Fig. 1: layout detail
Region (40, 19) to (65, 44) um. Cells in grey, sequential cells in the stronger grey; small squares are vias.
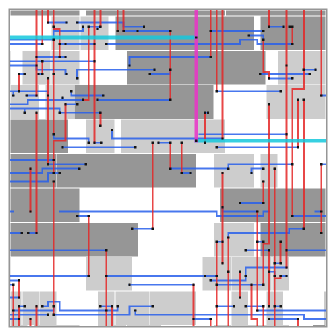
Fig. 2: track usage over the die
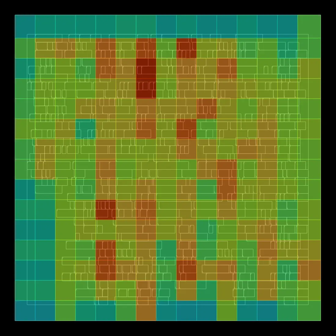
Fig. 3: selected gate families
Scale: 3 px per um.
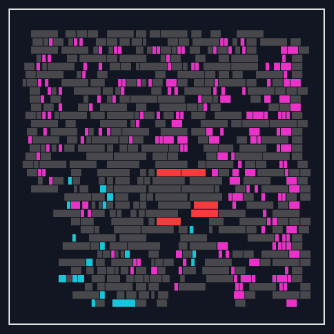
`src/rtl/float_relu_backprop.sv`:
```
// Streaming ReLU with a matching gradient gate. The forward path applies a
// sign-only ReLU and records one pass bit per element in a mask FIFO; the
// backward path pops those bits in order and zeroes gradients whose forward
// element was negative.
module float_relu_backprop #(
  parameter int unsigned EXP_WIDTH   = 8,
  parameter int unsigned FRAC_WIDTH  = 23,
  parameter int unsigned DEPTH       = 16,
  localparam int unsigned FLOAT_WIDTH = 1 + EXP_WIDTH + FRAC_WIDTH,
  localparam int unsigned PTR_W       = $clog2(DEPTH),
  localparam int unsigned CNT_W       = PTR_W + 1
) (
  input  logic                   clk,
  input  logic                   reset,
  input  logic                   flush,
  input  logic                   fwd_valid,
  output logic                   fwd_ready,
  input  logic [FLOAT_WIDTH-1:0] fwd_in,
  output logic                   fwd_out_valid,
  output logic [FLOAT_WIDTH-1:0] fwd_out,
  input  logic                   bwd_valid,
  output logic                   bwd_ready,
  input  logic [FLOAT_WIDTH-1:0] bwd_grad,
  output logic                   bwd_out_valid,
  output logic [FLOAT_WIDTH-1:0] bwd_out,
  output logic [CNT_W-1:0]       count
);

  logic [DEPTH-1:0]       r_mask;
  logic [PTR_W-1:0]       r_wr_ptr;
  logic [PTR_W-1:0]       r_rd_ptr;
  logic [CNT_W-1:0]       r_count;
  logic [CNT_W-1:0]       w_count_nxt;
  logic                   r_fwd_out_valid;
  logic [FLOAT_WIDTH-1:0] r_fwd_out;
  logic                   r_bwd_out_valid;
  logic [FLOAT_WIDTH-1:0] r_bwd_out;
  logic                   w_full;
  logic                   w_empty;
  logic                   w_push;
  logic                   w_pop;
  logic                   w_neg;

  // Handshakes look only at the registered count, so there is no same-cycle
  // bypass between push and pop; flush swallows any accept in its cycle.
  always_comb begin
    w_full  = (r_count == CNT_W'(DEPTH));
    w_empty = (r_count == '0);
    w_push  = fwd_valid & ~w_full & ~flush;
    w_pop   = bwd_valid & ~w_empty & ~flush;
    w_neg   = fwd_in[FLOAT_WIDTH-1];
  end

  // Occupancy update: simultaneous push and pop leave the count unchanged.
  always_comb begin
    w_count_nxt = r_count;
    unique case ({w_push, w_pop})
      2'b10:   w_count_nxt = r_count + CNT_W'(1);
      2'b01:   w_count_nxt = r_count - CNT_W'(1);
      default: w_count_nxt = r_count;
    endcase
  end

  // Pointer and count state; pointers wrap naturally at DEPTH (power of two).
  always_ff @(posedge clk or posedge reset) begin
    if (reset) begin
      r_wr_ptr <= '0;
      r_rd_ptr <= '0;
      r_count  <= '0;
    end else if (flush) begin
      r_wr_ptr <= '0;
      r_rd_ptr <= '0;
      r_count  <= '0;
    end else begin
      if (w_push) r_wr_ptr <= r_wr_ptr + PTR_W'(1);
      if (w_pop)  r_rd_ptr <= r_rd_ptr + PTR_W'(1);
      r_count <= w_count_nxt;
    end
  end

  // Mask storage; contents are only meaningful below count, so no reset needed.
  always_ff @(posedge clk) begin
    if (w_push) r_mask[r_wr_ptr] <= ~w_neg;
  end

  // Forward result register: negatives (including -0, -Inf, -NaN) become +0.
  always_ff @(posedge clk or posedge reset) begin
    if (reset) begin
      r_fwd_out_valid <= 1'b0;
      r_fwd_out       <= '0;
    end else begin
      r_fwd_out_valid <= w_push;
      if (w_push) r_fwd_out <= w_neg ? '0 : fwd_in;
    end
  end

  // Backward result register: gradient passes only if its mask bit is set.
  always_ff @(posedge clk or posedge reset) begin
    if (reset) begin
      r_bwd_out_valid <= 1'b0;
      r_bwd_out       <= '0;
    end else begin
      r_bwd_out_valid <= w_pop;
      if (w_pop) r_bwd_out <= r_mask[r_rd_ptr] ? bwd_grad : '0;
    end
  end

  assign fwd_ready     = ~w_full;
  assign bwd_ready     = ~w_empty;
  assign fwd_out_valid = r_fwd_out_valid;
  assign fwd_out       = r_fwd_out;
  assign bwd_out_valid = r_bwd_out_valid;
  assign bwd_out       = r_bwd_out;
  assign count         = r_count;

endmodule
```
`config.mk`:
```
export PLATFORM = sky130hd
export DESIGN_NAME = float_relu_backprop
export DESIGN_NICKNAME = d
export VERILOG_FILES = /design/src/rtl/float_relu_backprop.sv
export SDC_FILE = /design/constraint.sdc
export NUM_CORES = 1
export LEC_CHECK = 0
export CAP_MARGIN = 20
export CORE_MARGIN = 4
export CORE_UTILIZATION = 46
export DETAILED_ROUTE_END_ITERATION = 8
export PLACE_DENSITY_LB_ADDON = 0.15
export SETUP_SLACK_MARGIN = 0.5
export SLEW_MARGIN = 40
export SYNTH_ARGS = -nofsm -noshare
export SYNTH_HDL_FRONTEND = slang
export SYNTH_SLANG_ARGS = --single-unit
```
`constraint.sdc`:
```
create_clock -name clk -period 3.6 [get_ports clk]
set_input_delay 0.54 -clock clk [delete_from_list [all_inputs] [get_ports clk]]
set_output_delay 0.54 -clock clk [all_outputs]
set_load 0.05 [all_outputs]
```
==> impl_metrics.yaml <==
# implementation run metrics
status:
  status: "finished clean"
hold_path:
  hold_path_class: "reg2reg"
  hold_path_startpoint: "bwd_out[23]$_DFFE_PP0P_"
  holdPathEnd: "bwd_out[23]$_DFFE_PP0P_"
  holdPathStages: 2
layout:
  clk_share_pct: 3.27
  area_growth_pct: 38.5
  lay_top_count: "clkdlybuf4s50_1"
  diodes: 0
  area_share_nonclk_buffers_pct: 24.6
  n_clock_buffer: 12
  final_core_util_pct: 66.7
  logic_gates: 277
  final_area_um2: 5930
  final-seq-area_um2: 2430
  nets: 618
  ff_count: 94
  sh_comb_area_pct: 28.2
  drive_gt1_share_pct: 13.8
  seq_area_share_pct: 41.0
  largest_reg_flops: 32
  stdcell_count: 653
  inverters: 10
  biggestCellCategory: "sequential cells"
  buffers_excl_clock: 148
  mostFrequentLayoutCells: "clkdlybuf4s50_1 (140), nand2_1 (126), dfrtp_1 (78)"
  fill_cells: 677
logic_synthesis:
  synthTopCellsByCount: "nand2_1 (126), dfrtp_1 (78), nand3_2 (30)"
  ys_dominant_reg_cell: "dfrtp_1"
  most_common_cell: "nand2_1"
  syn_area_per_cell_um2: 10.6
  ys_sh_mux_pct: 2.63
  ys_types: 41
  syn_area_um2: 4280
  ys.flops: 94
  ys_sh_simple_pct: 25.3
  topCellsByArea: "dfrtp_1 (46%), edfxtp_1 (11%), nand2_1 (11%), nand3_2 (7.0%), mux4_2 (2.6%)"
  ys_warn_count: 0
  yosys.area_share.adder_pct: 2.80
  edf_count: 16
  top_area_cell: "dfrtp_1"
  logic_family: "simple AND/OR/NAND/NOR gates"
  synthAoiAreaFrac_pct: 5.96
  ys_sh_xor_pct: 2.22
  synth_top_area_share_pct: 45.6
  syn-num-nets: 484
  synthArstFlopShare_pct: 83.0
  synth_cells: 406
  ys_seq_share_pct: 56.8
  ys_chip_area_um2: 4280
  yosysCellCount: 406
timing:
  finalHoldViolCount: 0
  layout_min_cycle_time_ns: 2.78
  tns_ns: 0
  tightestPinTransition_ns: 0.646
  hold_ws_ns: 0.479
  slew_violations: 0
  fmax_mhz: 360
  rsz0062_at_grt: "no"
  fin_ws_ns: 0.820
  slew_headroom_pct: 56.9
  finClkSkew_ns: 0.00946
  period_used_pct: 77.2
  setup_violations: 0
critical_path:
  cp_num_buf_inv: 1
  crit_type: "reg2reg"
  start_kind: "flop"
  required_ns: 3.83
  timing.rr.end: "count[4]$_DFFE_PP0P_"
  reg2reg_from: "count[0]$_DFFE_PP0P_"
  rrSetupSlack_ns: 0.82
  worstPathArrival_ns: 3.01
  critPathCaptureType: "flop"
  cp_max_fo: 6
  max_stage_delay_ns: 0.58
  critPathSlowestCell: "or4_1"
  critPathTopFamily: "simple AND/OR/NAND/NOR gates"
  reg2reg_depth: 10
  crit_chain: "or4_1 -> o21ai_2 -> nand2_1 -> inv_1 -> ha_1 -> nor2b_1 -> o21a_1 -> nor4_1 -> o21ai_0 -> nor3b_1"
power:
  p_comb_mw: 2.32
  design_power_total_mw: 4.55
  p_per_area_nw_per_um2: 767
  pwr-share-seq_pct: 34.0
  power_frac_clock_pct: 15.0
  ir_drop_v: 0.000308
  powerSeq_mw: 1.55
  top_power_group: "combinational cells"
  clk-power_mw: 0.682
  p_comb_share_pct: 51.0
  p_sw_share_pct: 46.6
  intPower_mw: 2.43
  power_switching_mw: 2.12
floorplanning:
  die_h_um: 105
  num_rows: 34
  ioPinCount: 142
  die_w_um: 105
  fp_util_pct: 48.2
  taps: 108
  coreArea_um2: 8890
  die_area_um2: 10900
drt:
  topRoutingLayerUsed: "met4"
  dr_wl_met3_um: 568
  wl_um: 9980
  viasPerCell: 5.00
  met2WireLength_um: 4760
  met1_length_um: 4510
  drc: 0
  first_pass_iters: 4
  drt-initial-drc-count: 109
  antenna_left: 0
  vias: 3268
global_route:
  use_met2_pct: 29.8
  grt_start_max_net_pins: 63
  grt_overflow: 0
  grt_usage_pct: 18.3
  gr-max-usage-layer: "met2"
  grt_pass1_vias: 3154
  grt_pass1_wl_um: 16200
  antenna_found_initial: 0
run:
  tool_warnings: 29
  maxCapViolations: 0
clocking:
  clkTransAtPathRegs_ns: 0.09
  htree_levels: 3
  post_cts_resize_count: 0
  numCtsBuffers: 9
  hold_buffers: 0
  cts_root_buf: "clkbuf_8"
  cts_tree: "done"
  post_cts.repair.setup_buffers: 0
  cts.sinks: 94
  cts_max_path_buffers: 2
  insertion_delay_ns: 0.35
place:
  dpl_cell_area_um2: 5740
  port_buffers: 140
  gp_congestion: 0.815
  post-place-ws_ns: 0.603
  hpwl_um: 7220
  dp.cells: 637
About Fig. 1:
red -> met2
magenta -> met4
cyan -> met3
blue -> met1
netlist names of flops here include = `r_mask` (5), `r_rd_ptr` (2)
sequential cells in the window = 8
cells with their middle in the window = 31
most frequent = and3_1 (7), edfxtp_1 (5)

About Fig. 2:
met1 Use GR: 24.5%
met3 usage: 4.90%
routed length per instance: 15.3 um

About Fig. 3:
magenta -> NAND gates  # cells 171, most used nand2_1, where all over the die
cyan -> NOR gates  # cells 18, most used nor2_1
red -> multiplexers  # cells 5, most used mux4_2

how the worst max path moves through the flow:
| stage | from | endpoint | cells after the start |
|---|---|---|---|
| 3_3_place_gp | bwd_valid | count[4]$_DFFE_PP0P_ | 12 |
| 3_5_place_dp | bwd_valid | count[4]$_DFFE_PP0P_ | 12 |
| 2_1_floorplan | count[0]$_DFFE_PP0P_ | count[4]$_DFFE_PP0P_ | 13 |
| 5_1_grt | count[0]$_DFFE_PP0P_ | count[4]$_DFFE_PP0P_ | 10 |
| 6_report | count[0]$_DFFE_PP0P_ | count[4]$_DFFE_PP0P_ | 10 |
| 4_1_cts | count[0]$_DFFE_PP0P_ | count[4]$_DFFE_PP0P_ | 10 |
Power and IR drop assume default switching activity.
